==> config.mk <==
export PLATFORM = sky130hd
export DESIGN_NAME = station_sequencer
export DESIGN_NICKNAME = d
export VERILOG_FILES = /design/src/rtl/station_sequencer.sv
export SDC_FILE = /design/constraint.sdc
export NUM_CORES = 1
export LEC_CHECK = 0
export CORE_MARGIN = 2
export CORE_UTILIZATION = 50
export CTS_CLUSTER_DIAMETER = 100
export DETAILED_ROUTE_END_ITERATION = 16
export PLACE_DENSITY = 0.69
export RECOVER_POWER = 100
export SLEW_MARGIN = 25
export SYNTH_ARGS = -nofsm -noshare
export SYNTH_HDL_FRONTEND = slang
export SYNTH_SLANG_ARGS = --single-unit
==> constraint.sdc <==
create_clock -name clk -period 6.8 [get_ports clk]
set_input_delay 0.68 -clock clk [delete_from_list [all_inputs] [get_ports clk]]
set_output_delay 0.68 -clock clk [all_outputs]
set_load 0.02 [all_outputs]
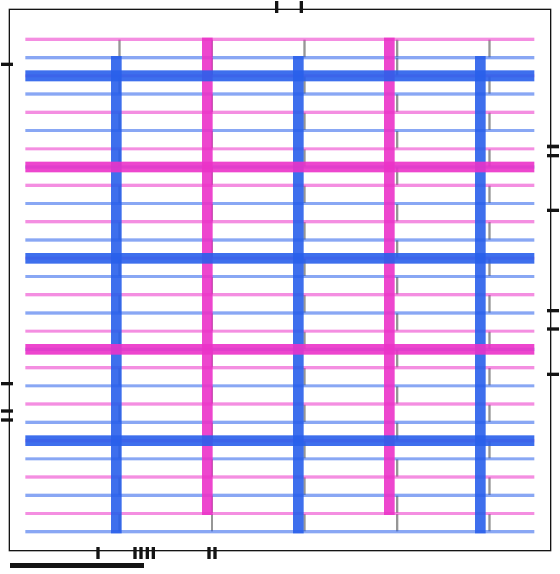
Fig. 1. Power grid.
The bar under the picture is 20 um long. Pins as bars on the die edge. Tap cells in grey.
[blue] VSS
[magenta] VDD
met4 straps: 5
met1 rails: 28
rows: 27
tap cells: 72
signal pins: 19
Std-Cell Core Area: 5570 um^2
worst vdd ir: 0.000162 V
Die H: 80.5 um
Die X: 80.5 um

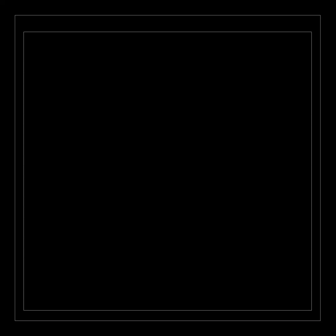
Fig. 2. Placement view.
Seq area share: 0.350
fin cells: 439
registers: 59
Final Core Density: 0.605
FP Rows: 27

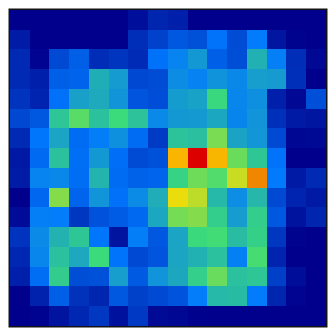
Fig. 3. Routed metal per tile.
16 x 16 tiles, from dark blue (low) to red (high), scaled to the fullest tile. Values are wire area over tile area, all layers added.
tiles over half the peak: 7.0%
nearly empty tiles: 18%
fullest tile: 0.69
emptiest ninth of the die: north-west
Routed Wire Length: 6210 um
total global-route track usage: 0.214
via count: 2539
routed wire length per instance: 14.2 um

==> job_summary.md <==
### Yosys + OpenROAD results

| Metric | Value |
|---|---|
| WP depth | `5` |
| Port buffer count | `18` |
| CP max FO | `46` |
| Chip area | `~6500 um^2` |
| Grt total ovfl | `0` |
| Nets@finish | `between 300 and 400` |
| Largest delay contributor family on the critical path | `buffers and inverters` |
| Post-synth EDFFs | `0` |
| Top-area cell share | `0.403` |
| Final Cell Area | `3370 um^2` |
| Max-cap violations | `1` |
| P_int | `around 0.64 mW` |
| Least-Margin Pin Slew | `2.04 ns` |
| Crit path max-delay cell type | `clkbuf_1` |
| DR vias/cell | `approximately 5.8` |
| YS chip area | `2930 um^2` |
| Number of clock buffers in the layout | `11` |
| Postcts setup bufs | `0` |
| Multi-input combinational area share | `0.487` |
| H-tree Lvls | `3` |
| Number of antenna violations at the first check in global routing | `0` |
| RSZ-0062 raised after global routing | `false` |
| Critical path buffer and inverter count | `3` |
| N_diodes | `0` |
| Area-dominant class | `combinational gates` |
| CP Class | `input pin to register` |
| Setup TNS | `0 ns` |
| Drt pass-1 iters | `5` |
| Ys cells | `roughly 340` |
| Max reg flops | `16` |
| DRT iter0 DRCs | `around 230` |
| Startpoint Class | `input pin` |
| Clock power frac | `0.419` |
| R2R depth | `5` |
| Mapped Area | `between 2000 and 3000 um^2` |
| Clk cell area share | `0.0697` |
| Post-Route Skew | `between 0.004 and 0.005 ns` |
| Final worst setup slack | `around 3.4 ns` |
| Post-Place Setup Slack | `around 4 ns` |
| Fp_density | `0.525` |
| Largest net degree at the start of global routing | `roughly 47` |
| Slew headroom | `-0.357` |
| Yosys warnings | `0` |
| Routability congestion estimate | `about 0.92` |
| Net Switching | `between 0.2 and 0.25 mW` |
| Adder Share, Synth | `0.0342` |
| Area Growth Syn to Fin | `15.2%` |
| Synth area leaders | `dfxtp_1 (40%), xnor2_1 (6.3%), a21oi_1 (4.6%), xor2_1 (4.5%), nor3_1 (4.3%)` |
| Placed cell count | `423` |
| Syn avg cell area | `approximately 8.5 um^2` |
| Syn Nets | `about 360` |
| Fmax achieved | `approximately 290 MHz` |
| Bufs w/o clock | `19` |
| Flops after synth | `between 50 and 60` |
| Status | `finished, violations left` |
| I/O Pins | `19` |
| Lkg Pwr | `1.21 nW` |
| Sequential standard cell area | `1180 um^2` |
| # DRC | `0` |
| Clock Path Buffers | `2` |
| Fillers | `504` |
| Failing checks | `max-capacitance violations, max-slew violations` |
| Slew Limit Fails | `roughly 47` |
| Total CTS buffers | `9` |
| Worst-path cell chain | `dlygate4sd3_1 -> clkbuf_1 -> inv_1 -> nand2_1 -> nor3_1` |
| Final worst-path cycle share | `0.499` |
## per-layer routing
| metal | wire length, um | GRT usage |
|---|---|---|
| met1 | 2930 | 0.277 |
| met2 | 2830 | 0.342 |
| met3 | 340 | 0.0584 |
| met4 | 116 | 0.0780 |
| met5 | 0 | 0 |
## stage by stage
stage | utilization | hold WS, ns
detailed placement | 0.566 | 0.401
floorplan | - | 0.389
global placement | 0.566 | 0.401
finish | 0.605 | 0.410
global route | 0.605 | 0.439
CTS | 0.608 | 0.414
## power groups by stage
stage / Sequential, mW / Combinational (mW) / Clock [mW]
floorplan: 0.392 / 0.0994 / 0
global route: 0.392 / 0.140 / 0.397
finish: 0.389 / 0.124 / 0.370
CTS: 0.388 / 0.125 / 0.378
global placement: 0.395 / 0.122 / 0
detailed placement: 0.396 / 0.123 / 0
No activity file was given, so power comes from the tool's default toggle rates.
